File: src/rtl/bus_arbiter_mux_if.sv
// bus_arbiter_mux_if: source/control inputs and registered bus outputs of the bus arbiter
interface bus_arbiter_mux_if #(
    parameter int WIDTH   = 32,
    parameter int NUM_SRC = 26,
    parameter int CNT_W   = 8
);
    localparam int IDX_W = (NUM_SRC > 1) ? $clog2(NUM_SRC) : 1;
    logic [NUM_SRC*WIDTH-1:0] src_data;
    logic [NUM_SRC-1:0]       src_out;
    logic                     hold;
    logic                     conflict_clr;
    logic [WIDTH-1:0]         bus_out;
    logic                     bus_valid;
    logic [IDX_W-1:0]         bus_sel;
    logic                     conflict;
    logic                     conflict_sticky;
    logic [CNT_W-1:0]         conflict_cnt;
    modport master (
        output src_data, src_out, hold, conflict_clr,
        input  bus_out, bus_valid, bus_sel, conflict, conflict_sticky, conflict_cnt
    );
    modport slave (
        input  src_data, src_out, hold, conflict_clr,
        output bus_out, bus_valid, bus_sel, conflict, conflict_sticky, conflict_cnt
    );
endinterface

File: src/rtl/bus_arbiter_mux.sv
// bus_arbiter_mux: registered fixed-priority/round-robin bus mux with out-enable conflict tracking
module bus_arbiter_mux #(
    parameter int WIDTH   = 32,
    parameter int NUM_SRC = 26,
    parameter int RR_MODE = 0,
    parameter int CNT_W   = 8
) (
    input logic             clk,
    input logic             clr,
    bus_arbiter_mux_if.slave bus
);
    localparam int IDX_W = (NUM_SRC > 1) ? $clog2(NUM_SRC) : 1;
    logic [IDX_W-1:0] rr_ptr;
    logic [IDX_W-1:0] fix_idx;
    logic [IDX_W-1:0] hi_idx;
    logic             hi_ok;
    logic [IDX_W-1:0] idx;
    logic [IDX_W-1:0] ptr_nx;
    logic             gnt;
    logic             multi;
    logic [CNT_W-1:0] cnt_nx;
    // grant selection: lowest set bit overall, and lowest set bit at or above the RR pointer
    always_comb begin
        fix_idx = '0;
        hi_idx  = '0;
        hi_ok   = 1'b0;
        for (int i = NUM_SRC - 1; i >= 0; i--) begin
            if (bus.src_out[i]) fix_idx = IDX_W'(i);
            if (bus.src_out[i] && i >= int'(rr_ptr)) begin
                hi_idx = IDX_W'(i);
                hi_ok  = 1'b1;
            end
        end
        idx    = (RR_MODE != 0 && hi_ok) ? hi_idx : fix_idx;
        gnt    = |bus.src_out;
        ptr_nx = (idx == IDX_W'(NUM_SRC - 1)) ? '0 : idx + 1'b1;
        multi  = |(bus.src_out & (bus.src_out - NUM_SRC'(1)));
        cnt_nx = bus.conflict_clr ? CNT_W'(multi) : (multi && !(&bus.conflict_cnt)) ? bus.conflict_cnt + 1'b1 : bus.conflict_cnt;
    end
    // bus/index/pointer registers honour hold; conflict tracking runs every cycle
    always_ff @(posedge clk or posedge clr) begin
        if (clr) begin
            bus.bus_out         <= '0;
            bus.bus_valid       <= 1'b0;
            bus.bus_sel         <= '0;
            bus.conflict        <= 1'b0;
            bus.conflict_sticky <= 1'b0;
            bus.conflict_cnt    <= '0;
            rr_ptr              <= '0;
        end else begin
            if (!bus.hold) begin
                bus.bus_out   <= gnt ? bus.src_data[idx*WIDTH +: WIDTH] : '0;
                bus.bus_valid <= gnt;
                bus.bus_sel   <= gnt ? idx : '0;
                if (gnt) rr_ptr <= ptr_nx;
            end
            bus.conflict        <= multi;
            bus.conflict_sticky <= multi | (bus.conflict_sticky & ~bus.conflict_clr);
            bus.conflict_cnt    <= cnt_nx;
        end
    end
endmodule

File: src/flat_wrapper.sv
// flat-port wrapper written by rule: the top's interface ports become plain ports
module bus_arbiter_mux_flat 
#(
    parameter int WIDTH   = 32,
    parameter int NUM_SRC = 26,
    parameter int RR_MODE = 0,
    parameter int CNT_W   = 8
)
  (clk, clr, bus_src_data, bus_src_out, bus_hold, bus_conflict_clr, bus_bus_out, bus_bus_valid, bus_bus_sel, bus_conflict, bus_conflict_sticky, bus_conflict_cnt);
  bus_arbiter_mux_if #(.WIDTH(WIDTH), .NUM_SRC(NUM_SRC), .CNT_W(CNT_W)) bus_i ();
  input logic clk;
  input logic clr;
  input wire logic [$bits(bus_i.src_data)-1:0] bus_src_data;
  input wire logic [$bits(bus_i.src_out)-1:0] bus_src_out;
  input wire logic [$bits(bus_i.hold)-1:0] bus_hold;
  input wire logic [$bits(bus_i.conflict_clr)-1:0] bus_conflict_clr;
  output wire logic [$bits(bus_i.bus_out)-1:0] bus_bus_out;
  output wire logic [$bits(bus_i.bus_valid)-1:0] bus_bus_valid;
  output wire logic [$bits(bus_i.bus_sel)-1:0] bus_bus_sel;
  output wire logic [$bits(bus_i.conflict)-1:0] bus_conflict;
  output wire logic [$bits(bus_i.conflict_sticky)-1:0] bus_conflict_sticky;
  output wire logic [$bits(bus_i.conflict_cnt)-1:0] bus_conflict_cnt;
  assign bus_i.src_data = bus_src_data;
  assign bus_i.src_out = bus_src_out;
  assign bus_i.hold = bus_hold;
  assign bus_i.conflict_clr = bus_conflict_clr;
  assign bus_bus_out = bus_i.bus_out;
  assign bus_bus_valid = bus_i.bus_valid;
  assign bus_bus_sel = bus_i.bus_sel;
  assign bus_conflict = bus_i.conflict;
  assign bus_conflict_sticky = bus_i.conflict_sticky;
  assign bus_conflict_cnt = bus_i.conflict_cnt;
  bus_arbiter_mux #(.WIDTH(WIDTH), .NUM_SRC(NUM_SRC), .RR_MODE(RR_MODE), .CNT_W(CNT_W)) u_core (.clk(clk), .clr(clr), .bus(bus_i));
endmodule
File: config.mk
export PLATFORM = sky130hd
export DESIGN_NAME = bus_arbiter_mux_flat
export DESIGN_NICKNAME = d
export VERILOG_FILES = /design/src/rtl/bus_arbiter_mux_if.sv /design/src/rtl/bus_arbiter_mux.sv /design/src/flat_wrapper.sv
export SDC_FILE = /design/constraint.sdc
export NUM_CORES = 1
export LEC_CHECK = 0
export CORE_AREA = 5 5 347 349
export DETAILED_ROUTE_END_ITERATION = 10
export DIE_AREA = 0 0 352 354
export PLACE_DENSITY = 0.32
export SLEW_MARGIN = 20
export SYNTH_ARGS = -nofsm -noshare
export SYNTH_HDL_FRONTEND = slang
export SYNTH_SLANG_ARGS = --single-unit
File: constraint.sdc
create_clock -name clk -period 4.1 [get_ports clk]
set_input_delay 0.82 -clock clk [delete_from_list [all_inputs] [get_ports clk]]
set_output_delay 0.82 -clock clk [all_outputs]
set_load 0.005 [all_outputs]
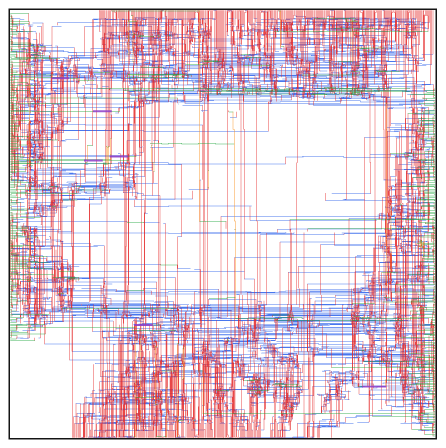
Run 1: wiring by layer
layer	color	wire length
met5	purple	86.5 um
met1	blue	47.3 mm
met4	orange	1,340 um
met3	green	7,350 um
met2	red	56.7 mm

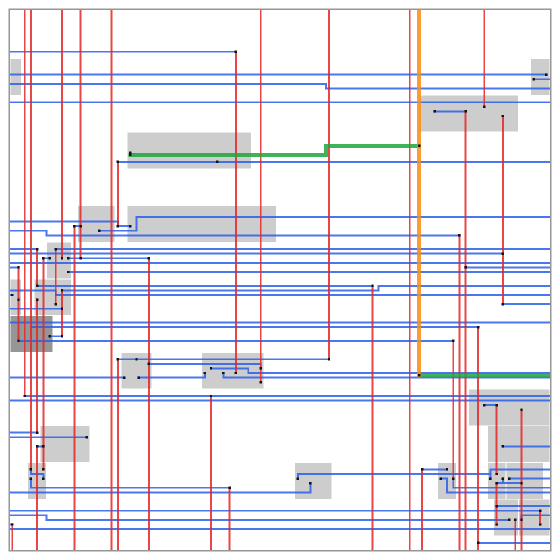
Run 1: layout detail
Region (156, 86) to (196, 126) um. Cells in gray, sequential cells in the stronger gray; small squares are vias.
layer	color
met2	red
met1	blue
met3	green
met4	orange
most frequent	buf_4 (6), nand2_1 (4), buf_12 (3)
sequential cells in the window	0
cells with their middle in the window	20

==> job_summary.md, run 1 <==
### Metrics collected by this job

| Metric | Value |
|---|---|
| Crit path launch type | input pin |
| Die extent in y | 354 um |
| CTS clk-pin slew, worst paths | 0.11 ns |
| Max clock buf depth | 2 |
| TritonCTS Sinks | 48 |
| RSZ-0062 raised after global routing | no |
| Via count | 15.87k |
| VDD IR max | 151.0 uV |
| Final wirelength | 112.8 mm |
| Final period utilization | 0.9662 |
| Crit path max fanout | 18 |
| Detail Placement HPWL | 98.82 mm |
| CP bufs+invs | 5 |
| Worst rel slew slack | 0.3541 |
| Total power | 3.871 mW |
| Post-Layout Inst Area | 22,620 um2 |
| Kind of cell adding the most delay to the critical path | AND-OR/OR-AND gates |
| Clock root buffer master | clkbuf_16 |
| Placer Congestion | 0.8808 |
| Status | finished clean |
| Initial drt markers | 1,188 |
| Worst-Skew Late Latency | 0.34 ns |
| Final ANT Viol Nets | 0 |
| Drt via density | 4.039 |
| Final core utilization | 0.1931 |
| Top cell type by total area after synthesis | nand2_1 |
| Top-area cell share | 0.1486 |
| Cells after Synth | 1,370 |
| Max-cap viol count | 0 |
| WS Path Type | in -> reg |
| Peak per-stage delay on the critical path | 0.74 ns |
| Antenna violations before repair | 36 |
| Synth async-reset ratio | 1.000 |
| Least-Margin Pin Slew | 0.9587 ns |
| Yosys Instances | 1,370 |
| Slowest library cell on the worst path | o21ai_0 |
| Vias in the first global route | 16.92k |
| Setup Viol. Count Final | 0 |
| Endpoint type of the worst setup path | flop |
| Remaining DRCs | 0 |
| Top post-synthesis cells by count | 378 x nand2_1, 197 x nand3_1, 83 x mux2i_1 |
| GRT overflow | 0 |
| Fin worst setup slack | 0.1385 ns |
| Stage-log warning count | 27 |
| Dpl ws | -0.9768 ns |
| Register bit count reported by yosys | 48 |
| Die area | 124,600 um2 |
| Cell Type Count | 67 |
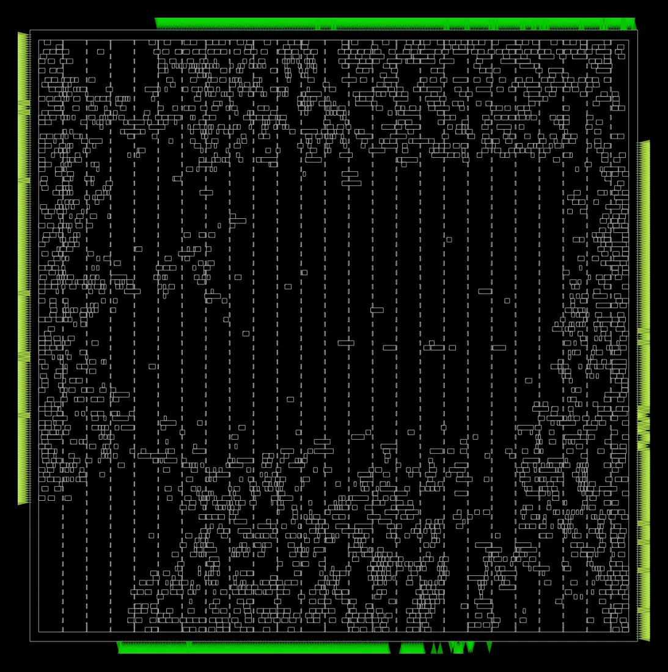
Run 1: cell placement
total core area: 117,100 um2
Seq area share: 0.05310

[run 1: power by group]
| part | switching (mW) | total (mW) | internal, mW | leakage, nW |
|---|---|---|---|---|
| clock | 0.291 | 0.646 | 0.355 | 0.0945 |
| sequential | 0.0781 | 0.611 | 0.533 | 0.592 |
| combinational | 1.16 | 2.61 | 1.46 | 7.89 |
| total | 1.53 | 3.87 | 2.35 | 8.58 |
[run 1: final timing paths]
check | startpoint | cells after the start | to | slack, ns
setup / recovery | bus_src_out[17] | 12 | u_core.bus.bus_out[1] | 0.14
hold / removal | u_core.bus.bus_valid | 1 | u_core.bus.bus_valid | 0.49
setup reg to reg | u_core.bus.conflict_cnt[0] | 7 | u_core.bus.conflict_cnt[7] | 2.04
hold reg to reg | u_core.bus.bus_valid | 1 | u_core.bus.bus_valid | 0.49
max in group asynchronous | clr | 3 | u_core.bus.bus_out[21] | 2.36
min in group asynchronous | clr | 2 | u_core.bus.bus_out[29] | 0.98
[run 1: area by class of cell]
type,instances,area (um2)
flip-flops and latches,48,1201
diodes,14,35.03
well taps,1536,1922
inverters,9,36.28
fillers,13192,94520
repair buffers,1139,11310
clock inverters,3,68.82
multi-input cells,1175,7918
clock buffers,5,125.1
[run 1: placed cells by master (no fill, tap or decap), drive strengths merged, types with 8 or more instances in the layout]
| cell | count |
|---|---|
| a31oi | 44 |
| a22o | 25 |
| a311oi | 17 |
| buf | 231 |
| nand2 | 379 |
| inv | 10 |
| o22ai | 14 |
| a32o | 11 |
| dfrtp | 48 |
| a221oi | 37 |
| and3 | 44 |
| nand3 | 198 |
| mux2i | 83 |
| nand4 | 13 |
| o31ai | 8 |
| diode | 14 |
| a32oi | 20 |
| nor4 | 13 |
| clkdlybuf4s50 | 908 |
| o21ai | 49 |
| a21oi | 43 |
| nor3 | 12 |
| nor2 | 33 |
| mux4 | 59 |
[run 1: cells by family after synthesis]
group / synth area share
XOR/XNOR: 0.004585
buffers and inverters: 0.06655
flip-flops: 0.1258
AND-OR/OR-AND: 0.2354
AND/OR/NAND/NOR: 0.3371
multiplexers: 0.2261
adder cells (fa/ha/maj): 0.004454
[run 1: routing by layer]
layer  share of wire  global-route usage
met4           0.012             0.02552
met1            0.42              0.2117
met2            0.50              0.3084
met5         0.00076                   0
met3           0.065             0.03992
[run 1: worst register-to-register path, delay by kind of cell, from the launching register on]
| family | cells | cell delay (ns) |
|---|---|---|
| DFF | 1 | 0.48 |
| xor gates and xnor gates | 1 | 0.16 |
| and+or+nand+nor | 5 | 1.03 |
| adders and majority gates | 1 | 0.28 |
[run 1: sequential cells by signal, indices dropped and copies added, names as in the netlist]
name	flops
u_core.bus.conflict	1
u_core.bus.bus_out	32
u_core.bus.conflict_cnt	8
u_core.bus.conflict_sticky	1
u_core.bus.bus_sel	5
u_core.bus.bus_valid	1
[run 1: timing repair]
action	4_1_cts	5_1_grt
cloned	0	0
pin swaps	4	3
resized	13	6
hold buffers	0	0
buffers inserted	0	3
setup endpoints to repair	5	7
[run 1: stage by stage]
stage,hold WS [ns],cells
5_1_grt,0.5004,3923
3_3_place_gp,0.4664,3904
3_5_place_dp,0.4711,3904
4_1_cts,0.4925,3912
2_1_floorplan,0.4752,1370
6_report,0.4899,3929
Run 1, met3 routing:
The bar under the picture is 100 um long.
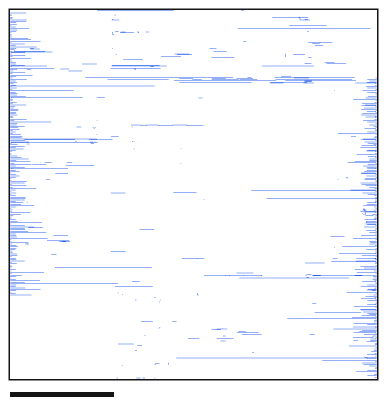

==> run 2: changes to the inputs <==
--- a/config.mk
+++ b/config.mk
@@ -5,9 +5,9 @@
 export SDC_FILE = /design/constraint.sdc
 export NUM_CORES = 1
 export LEC_CHECK = 0
-export CORE_AREA = 5 5 347 349
+export CORE_AREA = 5 5 353 355
 export DETAILED_ROUTE_END_ITERATION = 10
-export DIE_AREA = 0 0 352 354
+export DIE_AREA = 0 0 358 360
 export PLACE_DENSITY = 0.32
 export SLEW_MARGIN = 20
 export SYNTH_ARGS = -nofsm -noshare
==> constraint.sdc (replaced) <==
create_clock -name clk -period 4.58 [get_ports clk]
set_input_delay 0.916 -clock clk [delete_from_list [all_inputs] [get_ports clk]]
set_output_delay 0.916 -clock clk [all_outputs]
set_load 0.005 [all_outputs]
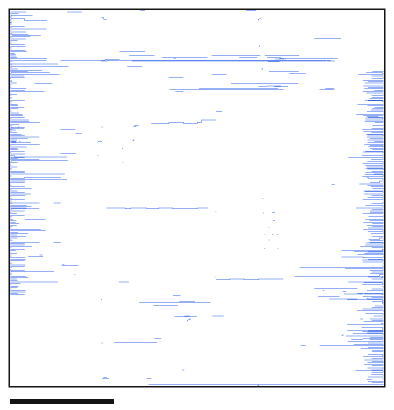
Run 2: met3 routing
The bar under the picture is 100 um long.
longest straight run	225 um
wire length on this layer	7,660 um
main direction	horizontal
share of all routed wire	6.6%

==> run 2 against run 1 <==
Effect of this change: synthesized area stayed put; critical path depth is 1 lower; worst setup slack improved by 0.053 ns; routed wire length is 2.3% higher; combinational power is 15% lower; sequential share of layout area is 0.22 points higher; clock power shrank 17%; via count shrank 4.5%; non-clock buffer count shrank 87; final cell count is 0.15% lower; critical endpoint is now u_core.bus.bus_out[5]; highest routed layer unchanged.
==> job_summary.md, run 2 <==
### Metrics collected by this job

| Metric | Value |
|---|---|
| Status | finished clean (unchanged) |
| Largest regs | u_core.bus.bus_out (32), u_core.bus.conflict_cnt (8), u_core.bus.bus_sel (5) (unchanged) |
| Total core area | 121,100 um2 (was 117,100 um2) |
| Crit path max fanout | 21 (was 18) |
| Logic pwr share | 0.670 (was 0.675) |
| Peak per-stage delay on the critical path | 0.61 ns (was 0.74 ns) |
| Worst rel slew slack | 0.3156 (was 0.3541) |
| Lkg Pwr | 8.020 nW (was 8.576 nW) |
| CP arrival | 4.63 ns (was 4.21 ns) |
| Pint | 1.963 mW (was 2.345 mW) |
| Final ANT Viol Nets | 0 (unchanged) |
| Max reg flops | 32 (unchanged) |
| Most frequent cells in the layout | 908 x clkdlybuf4s50_1, 378 x nand2_1, 197 x nand3_1 (was 908 x clkdlybuf4s50_1, 377 x nand2_1, 197 x nand3_1) |
| Syn_nets | 2,233 (unchanged) |
| Antenna violations before repair | 30 (was 36) |
| Final wirelength | 115.4 mm (was 112.8 mm) |
| Sw Share | 0.4064 (was 0.3941) |
| Clock root buffer master | clkbuf_16 (unchanged) |
| Row count | 128 (was 126) |
| Share of cells above drive strength 1 | 0.1051 (was 0.1421) |
| Stage-log warning count | 26 (was 27) |
| Die area | 128,900 um2 (was 124,600 um2) |
| H-tree levels | 2 (unchanged) |
| WS Path Type | in -> reg (unchanged) |
| Yosys stat area | 9550 um2 (unchanged) |
| CTS clk-pin slew, worst paths | 0.11 ns (about the same) |
| Top-area cell share | 0.1486 (unchanged) |
| Drt via density | 3.863 (was 4.039) |
| P&R area growth vs syn | 127.2% (was 136.8%) |
| CTS tree | built (unchanged) |
| Least-Margin Pin Slew | 1.027 ns (was 0.9587 ns) |
| Cell Type Count | 67 (unchanged) |
| Most used logic cell in the final layout | clkdlybuf4s50_1 (unchanged) |
| Max Clock Freq | 227.9 MHz |
| Non-filler instance count after layout | 3,923 (was 3,929) |
| Die extent in y | 360 um (was 354 um) |
| Clock Power Share | 0.161 (was 0.167) |
| Vias in the first global route | 16.26k (was 16.92k) |
| GRT overflow | 0 (unchanged) |
| Final period utilization | 0.9582 |
| VDD IR max | 132.7 uV (was 151.0 uV) |
| Max-cap viol count | 0 (unchanged) |
| Cts hold-fix bufs | 0 (unchanged) |
| Synth async-reset ratio | 1.000 (unchanged) |
| Yosys Instances | 1,370 (unchanged) |
| RSZ-0062 raised after global routing | no (unchanged) |
| TritonCTS Sinks | 48 (unchanged) |
| Synth top cell by count | nand2_1 (unchanged) |
| Final Critical Period | 4.388 ns |
| Remaining DRCs | 0 (unchanged) |
| Detail Placement HPWL | 99.44 mm (was 98.82 mm) |
| Top cell type by total area after synthesis | nand2_1 (unchanged) |
| Max clock buf depth | 2 (unchanged) |
| Total power | 3.307 mW (was 3.871 mW) |
| Cells after Synth | 1,370 (unchanged) |
| Via count | 15.16k (was 15.87k) |
| Endpoint type of the worst setup path | flop (unchanged) |
| P_sw | 1.344 mW (was 1.525 mW) |
| Initial drt markers | 914 (was 1,188) |
| Post-synth EDFFs | 0 (unchanged) |
| Top post-synthesis cells by count | 378 x nand2_1, 197 x nand3_1, 83 x mux2i_1 (unchanged) |
| Setup Viol. Count Final | 0 (unchanged) |
| Seq share, synth | 0.1258 (unchanged) |
| Final Net Count | 3,154 (was 3,241) |
| Largest reg by FF count | u_core.bus.bus_out (unchanged) |
| Placer Congestion | 0.8304 (was 0.8808) |
| Worst-Skew Late Latency | 0.35 ns (was 0.34 ns) |
| Crit path launch type | input pin (unchanged) |
| Quantity of I/O buffers inserted on ports | 909 (unchanged) |
| PwrDens | 152.4 nW/um2 (was 171.1 nW/um2) |
| Register bit count reported by yosys | 48 (unchanged) |
| Slowest library cell on the worst path | nor4_2 (was o21ai_0) |
| Largest net degree at the start of global routing | 57 (was 52) |
| Synthesized cell area | 9550 um2 (unchanged) |
| Sequential share of power | 0.168 (was 0.158) |
| Placed Instances | 3,909 (was 3,904) |
| First-pass GRT wire length | 150.2 mm (was 148.9 mm) |
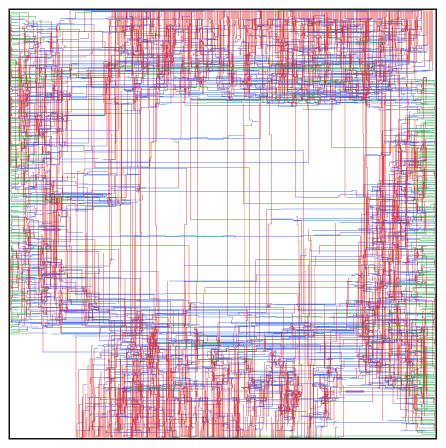
Run 2: wiring by layer
layer	color	wire length
met2	red	56.5 mm
met1	blue	50.4 mm
met4	orange	750 um
met5	purple	61.6 um
met3	green	7,660 um
per-cell routed wire length: 29.40 um
GRT Overall Usage: 0.1697

[run 2: cell count changes in the layout (fill, tap and decap cells not counted), moves of 2 or more]
| cell | change |
|---|---|
| buf_4 | -68 |
| buf_12 | -17 |
| diode_2 | -8 |
| mux2i_1 | +3 |
| a311oi_1 | +2 |
| a311oi_2 | -2 |
| buf_16 | -2 |
| mux2i_2 | -2 |
| nor4_4 | -2 |
[run 2: path summary, 6_finish.rpt]
| check | start | cells past startpoint | slack (ns) | to |
|---|---|---|---|---|
| max | bus_src_out[22] | 11 | 0.19 | u_core.bus.bus_out[5] |
| max in group asynchronous | clr | 3 | 2.61 | u_core.bus.bus_out[1] |
| max reg2reg | u_core.bus.conflict_cnt[0] | 7 | 2.50 | u_core.bus.conflict_cnt[4] |
| min reg2reg | u_core.bus.bus_valid | 1 | 0.50 | u_core.bus.bus_valid |
| min | u_core.bus.bus_valid | 1 | 0.50 | u_core.bus.bus_valid |
| min in group asynchronous | clr | 2 | 0.99 | u_core.bus.bus_sel[1] |
[run 2: worst max-delay path: cells and delay by family]
family,cells,cell delay (ns)
AND-OR/OR-AND,4,1.28
AND/OR/NAND/NOR,3,1.12
multiplexers,1,0.24
buffers and inverters,3,1.04
[run 2: area by class of cell]
type | instances | area, um2
Antenna cell | 6 | 15.01
Clock buffer | 5 | 125.1
Clock inverter | 3 | 46.29
Fill cell | 13793 | 99370
Inverter | 9 | 35.03
Multi-Input combinational cell | 1175 | 7839
Sequential cell | 48 | 1201
Tap cell | 1625 | 2033
Timing Repair Buffer | 1052 | 10410
[run 2: cells by family (layout without fill, tap and decap cells)]
family                   Yosys count  after routing  synth area share
AND/OR/NAND/NOR                  714            714            0.3371
AND-OR/OR-AND                    310            310            0.2354
buffers and inverters            147           1069           0.06655
multiplexers                     142            142            0.2261
flip-flops                        48             48            0.1258
XOR/XNOR                           5              5          0.004585
adder cells (fa/ha/maj)            4              4          0.004454
other                              0              6                 0
[run 2: per-stage QoR]
stage          area, um2  hold WS [ns]  TNS (ns)  setup slack, ns    util
2_1_floorplan       9550        0.4752         0            1.336       -
3_3_place_gp       21510        0.4650    -1.482          -0.3081  0.1777
3_5_place_dp       21510        0.4779    -1.200          -0.2896  0.1777
4_1_cts            21680        0.5002         0           0.1011  0.1791
5_1_grt            21690        0.5180         0          0.04243  0.1792
6_report           21700        0.4964         0           0.1916  0.1792
[run 2: what timing repair did]
| item | CTS | global route |
|---|---|---|
| endpoints found under the hold margin | 0 | 0 |
| gates resized | 0 | 1 |
| setup buffers | 0 | 0 |
| endpoints found under the setup margin | 0 | 1 |
[run 2: layer usage]
metal,GRT usage,routed length [um]
met1,0.2202,50380
met2,0.2978,56500
met3,0.03717,7659
met4,0.01716,750
met5,0,61
[run 2: power groups by stage]
stage | combinational (mW) | clock (mW) | sequential [mW]
2_1_floorplan | 0.724 | 0 | 0.526
3_3_place_gp | 2.26 | 0 | 0.560
3_5_place_dp | 2.26 | 0 | 0.559
4_1_cts | 2.27 | 0.565 | 0.551
5_1_grt | 2.37 | 0.566 | 0.560
6_report | 2.22 | 0.534 | 0.556
Power and IR drop assume default switching activity.
